===== config.mk =====
export PLATFORM = sky130hd
export DESIGN_NAME = dkong_col_pal_gen
export DESIGN_NICKNAME = d
export VERILOG_FILES = /design/src/rtl/dkong_col_pal_gen.sv
export SDC_FILE = /design/constraint.sdc
export NUM_CORES = 2
export LEC_CHECK = 0
export ABC_CLOCK_PERIOD_IN_PS = 7000
export CAP_MARGIN = 20
export CORE_ASPECT_RATIO = 1.75
export CORE_UTILIZATION = 60
export DETAILED_ROUTE_END_ITERATION = 10
export GPL_ROUTABILITY_DRIVEN = 0
export PLACE_DENSITY = 0.76
export SLEW_MARGIN = 20
export SYNTH_ARGS = -nofsm -noshare
export SYNTH_HDL_FRONTEND = slang
export SYNTH_SLANG_ARGS = --single-unit
export TNS_END_PERCENT = 20

===== constraint.sdc =====
create_clock -name CLK_24M -period 7 [get_ports CLK_24M]
set_clock_uncertainty 0.05 [all_clocks]
set_input_delay 1.05 -clock CLK_24M [delete_from_list [all_inputs] [get_ports CLK_24M]]
set_output_delay 1.05 -clock CLK_24M [all_outputs]
set_load 0.05 [all_outputs]

===== src/rtl/dkong_col_pal_gen.sv =====
// ---------------------------------------------------------------------------
// dkong_col_pal_gen
//   Colour palette stage between the pixel mixer and the video DAC.
//   Picks the sprite pixel over the tile pixel unless the sprite is
//   transparent, looks the result up in a downloadable R/G/B palette with
//   one RAM per channel, and drives registered, blanked and optionally
//   inverted colour.  The palette bank is shadowed and only switches on a
//   vertical-blank rising edge.
//
// Ports
//   CLK_24M          system clock
//   W_1EF_RST        asynchronous reset, active-low
//   CLK_6M_EN        pixel-rate enable, one CLK_24M cycle wide
//   I_VRAM_D         tile pixel index
//   I_OBJ_D          sprite pixel index ([1:0]==0 is transparent)
//   I_CMPBLKn        composite blank, active-low
//   I_VBLANK         vertical blank, active-high
//   I_BANK           requested palette bank
//   I_INV            1 = invert colour outputs
//   O_R/O_G/O_B      colour outputs
//   O_BANK           palette bank currently in use
//   DL_ADDR/DL_WR/DL_DATA  palette download port
// ---------------------------------------------------------------------------
module dkong_col_pal_gen #(
  parameter int          IDX_W   = 6,
  parameter int          BANK_W  = 2,
  parameter int          CH_W    = 4,
  parameter logic [5:0]  DL_BASE = 6'b111100
) (
  input  logic              CLK_24M,
  input  logic              W_1EF_RST,
  input  logic              CLK_6M_EN,
  input  logic [IDX_W-1:0]  I_VRAM_D,
  input  logic [IDX_W-1:0]  I_OBJ_D,
  input  logic              I_CMPBLKn,
  input  logic              I_VBLANK,
  input  logic [BANK_W-1:0] I_BANK,
  input  logic              I_INV,
  output logic [CH_W-1:0]   O_R,
  output logic [CH_W-1:0]   O_G,
  output logic [CH_W-1:0]   O_B,
  output logic [BANK_W-1:0] O_BANK,
  input  logic [15:0]       DL_ADDR,
  input  logic              DL_WR,
  input  logic [7:0]        DL_DATA
);

  localparam int AW    = BANK_W + IDX_W;
  localparam int DEPTH = 1 << AW;

  logic [IDX_W-1:0]  pix;
  logic [BANK_W-1:0] bank_nx;
  logic              vb_d;
  logic [AW-1:0]     addr;
  logic              vis1;

  logic [CH_W-1:0]   ram_r [DEPTH];
  logic [CH_W-1:0]   ram_g [DEPTH];
  logic [CH_W-1:0]   ram_b [DEPTH];
  logic [CH_W-1:0]   rd_r, rd_g, rd_b;

  logic              dl_hit;
  logic              we_r, we_g, we_b;
  logic [AW-1:0]     dl_entry;
  logic [CH_W-1:0]   dl_val;
  logic              unused_dl;

  // Sprite wins unless its two low bits are zero (transparent).
  always_comb begin
    pix = I_VRAM_D;
    if (I_OBJ_D[1:0] != 2'b00) pix = I_OBJ_D;
  end

  // A bank latched on the vblank rising edge already applies to the pixel
  // sampled on that same enable, so S1 uses the next-state bank.
  always_comb begin
    bank_nx = O_BANK;
    if (I_VBLANK && !vb_d) bank_nx = I_BANK;
  end

  // S1. Visibility is stored active-high so the reset value blanks the
  // output until a real unblanked pixel has passed through the pipe.
  always_ff @(posedge CLK_24M or negedge W_1EF_RST) begin
    if (!W_1EF_RST) begin
      vb_d   <= 1'b0;
      O_BANK <= '0;
      addr   <= '0;
      vis1   <= 1'b0;
    end else if (CLK_6M_EN) begin
      vb_d   <= I_VBLANK;
      O_BANK <= bank_nx;
      addr   <= {bank_nx, pix};
      vis1   <= I_CMPBLKn;
    end
  end

  // Download decode; channel select 3 is ignored.
  always_comb begin
    dl_hit   = DL_WR && (DL_ADDR[15:10] == DL_BASE);
    we_r     = dl_hit && (DL_ADDR[9:8] == 2'd0);
    we_g     = dl_hit && (DL_ADDR[9:8] == 2'd1);
    we_b     = dl_hit && (DL_ADDR[9:8] == 2'd2);
    dl_entry = DL_ADDR[AW-1:0];
    dl_val   = DL_DATA[CH_W-1:0];
  end

  assign unused_dl = &{1'b0, DL_ADDR, DL_DATA};

  // Palette RAMs. The read sits in the same non-blocking block as the
  // write, so a same-entry write in the same cycle returns the old data.
  always_ff @(posedge CLK_24M) begin
    if (we_r) ram_r[dl_entry] <= dl_val;
    if (we_g) ram_g[dl_entry] <= dl_val;
    if (we_b) ram_b[dl_entry] <= dl_val;
    rd_r <= ram_r[addr];
    rd_g <= ram_g[addr];
    rd_b <= ram_b[addr];
  end

  // S2. Blanking overrides inversion so blank is 0 in both polarities.
  always_ff @(posedge CLK_24M or negedge W_1EF_RST) begin
    if (!W_1EF_RST) begin
      O_R <= '0;
      O_G <= '0;
      O_B <= '0;
    end else if (CLK_6M_EN) begin
      if (!vis1) begin
        O_R <= '0;
        O_G <= '0;
        O_B <= '0;
      end else begin
        {O_R, O_G, O_B} <= {(3*CH_W){I_INV}} ^ {rd_r, rd_g, rd_b};
      end
    end
  end

endmodule


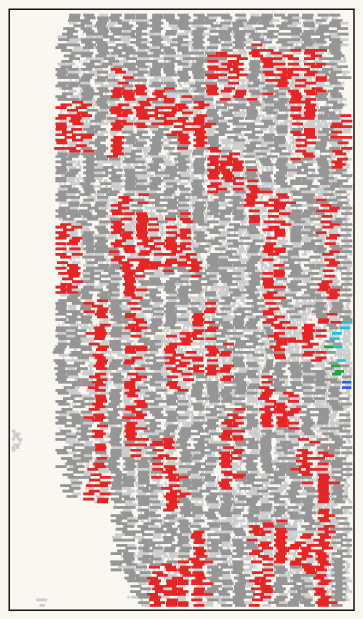
Figure 1: register map, names as in the netlist.
(1 px per µm) Other sequential cells in the stronger gray, the rest of the logic in the fainter gray.
red -> `ram_g`  # sequential cells 1024, where widely spread
green -> `O_B`  # sequential cells 4, where right middle
blue -> `O_BANK`  # sequential cells 2
cyan -> `addr`  # sequential cells 6, where right middle

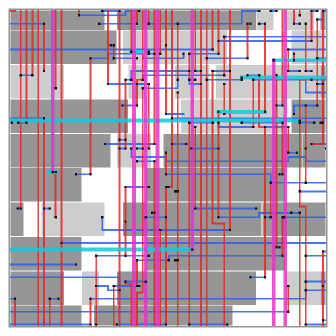
Figure 2: layout detail.
Region (159, 167) to (184, 192) µm. Cells in gray, sequential cells in the stronger gray; small squares are vias.
red -> metal 2
cyan -> metal 3
magenta -> metal 4
blue -> metal 1
most frequent = edfxtp_1 (14), mux4_2 (4)
netlist names of flops here include = `ram_b` (12)
sequential cells in the window = 14
cells with their middle in the window = 28

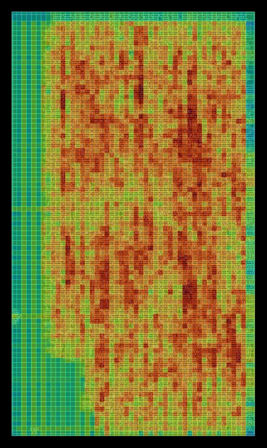
Figure 3: routing congestion map.
Routed wire per std cell: 31.2 µm
busiest grt layer: met2
met3 usage: 4.09%

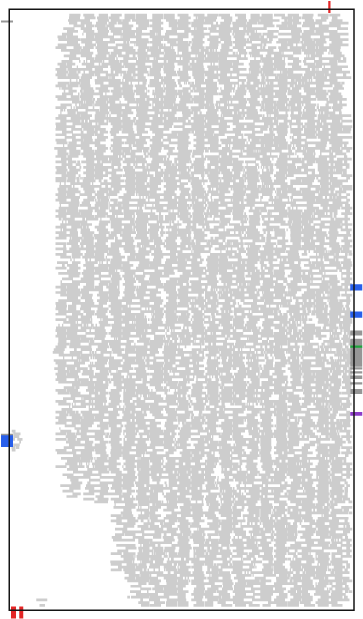
Figure 4: pin map.
(1 px per µm) Pins as bars across the die edge, other pins in gray.
green -> `I_INV`  # pins 1, direction input, edge right
purple -> `O_BANK`  # pins 2, direction output, edge right
red -> `DL_DATA`  # pins 8, direction input, edge 7 bottom, 1 top
blue -> `DL_ADDR`  # pins 16, direction input, edge 8 right, 8 left
all pins by edge = 41 right, 10 left, 7 bottom, 1 top

==> results.toml <==
# generated from flow reports
[setup_path]
critPathLaunchType = "flip-flop"
cp_max_fo = 60
arrival_ns = 5.26
worstSetupPathType = "flip-flop to flip-flop"
reg2reg_depth = 7
r2r-start = "addr[2]$_DFFE_PN0P_"
worstPathRequired_ns = 7.75
worstSetupEndpoint = "rd_b[3]$_DFF_P_"
reg2reg_slack_ns = 2.49

[sta]
drv_slew = 36
hold_viol_final = 0
whs_ns = 0.467
period_used_pct = 64.4
min_period_ns = 4.51
setup_viol = 0
slew_headroom_pct = -1.40
setup_ws_ns = 2.49

[status]
violations = "slew limit"
outcome = "finished with violations"

[power]
power_frac_comb_pct = 8.6
seqPwrFrac_pct = 54.7
switchingPower_mw = 8.53
powerDensity_nw_per_um2 = 282
switching_share_pct = 22.6

[cells_and_area]
drive_gt1_share_pct = 18.0
logic_area_um2 = 27200
inverters = 13
clock_area_share_pct = 5.90
final-nonclk-buf-share_pct = 1.43
fin_nets = 6464
comb_cells = 2867
signal_buffers = 184
dominant_cells = "registers"
seq_cells = 3106
instances_no_fill = 9256
post-route-util_pct = 66.0
final_area_um2 = 133000

[global_routing]
grt_pass1_vias = 63700
grt_overflow = 0
antenna_found_initial = 10
grt_usage_pct = 28.2
grt_max_degree = 253

[synthesis]
yosysWarningCount = 0
ff_type = "edfxtp_1"
ys_chip_area_um2 = 122000
synth_flops = 3106
synth_cells = 6409
synth_cell_types = 51
most_common_cell = "edfxtp_1"
synthTopCellsByCount = "edfxtp_1, nor2_1, mux4_2"

[floorplanning]
initCoreUtil_pct = 60.5
dieArea_um2 = 206000

[detailed_routing]
viasPerCell = 6.66
highest_layer = "met5"
wl_met3_um = 21100
postRouteAntennaNets = 0

[job]
cap_violations = 0

[clock_network]
cts_buffers = 247
hold_buffers = 0
root_buffer = "clkbuf_16"

[worst_hold_path]
whs_path_depth = 1

[placed_design]
place_ws_ns = 2.56
-- power by group through the flow --
stage                     Clock [mW]  Sequential, mW  Combinational (mW)
after detailed placement           0            21.0                3.20
after floorplan                    0            21.0                1.89
after global routing            14.5            20.6                3.36
final                           13.8            20.6                3.24
after global placement             0            21.0                3.13
after CTS                       13.9            20.6                3.22
-- worst max-delay path: cells and delay by family (launching register included) --
| family | cells | cell delay (ns) |
|---|---|---|
| flip-flops | 1 | 1.05 |
| AND-OR/OR-AND | 3 | 1.13 |
| AND/OR/NAND/NOR | 3 | 1.57 |
| buffers and inverters | 1 | 0.56 |
-- sequential cells by signal (all words and copies together), names as in the netlist --
signal / flops
O_G: 4
rd_g: 4
vis1: 1
O_BANK: 2
ram_g: 1024
O_R: 4
vb_d: 1
ram_b: 1024
ram_r: 1024
O_B: 4
addr: 6
rd_r: 4
rd_b: 4
-- placed cells by master, fill, tap and decap left out, types with 18 or more instances in the layout --
cell type           n
a211oi_1           30
a21boi_0           19
a21oi_1           120
a221oi_1           28
a22oi_1           224
buf_12             28
buf_4             101
bufinv_16          25
clkbuf_1           42
clkbuf_16         252
clkdlybuf4s50_1    50
clkinv_1           45
clkinv_2           41
clkinvlp_4         18
edfxtp_1         3072
mux2i_1           264
mux4_2            636
nand2_1           294
nand3_1            21
nor2_1            833
nor3_1             21
nor4_1             30
o21ai_0            31
o221ai_1           52
o22ai_1            80
-- cells by family (layout without fill, tap and decap cells) --
group	Yosys count	after routing	share of synthesized area (%)
flops	3106	3106	76.0
xor+xnor	12	12	0.0859
simple gates	1291	1291	4.24
mux	912	912	14.0
compound gates	652	652	3.73
buf+inv	436	636	1.93
other cells	0	7	0
No activity file was given, so power comes from the tool's default toggle rates.
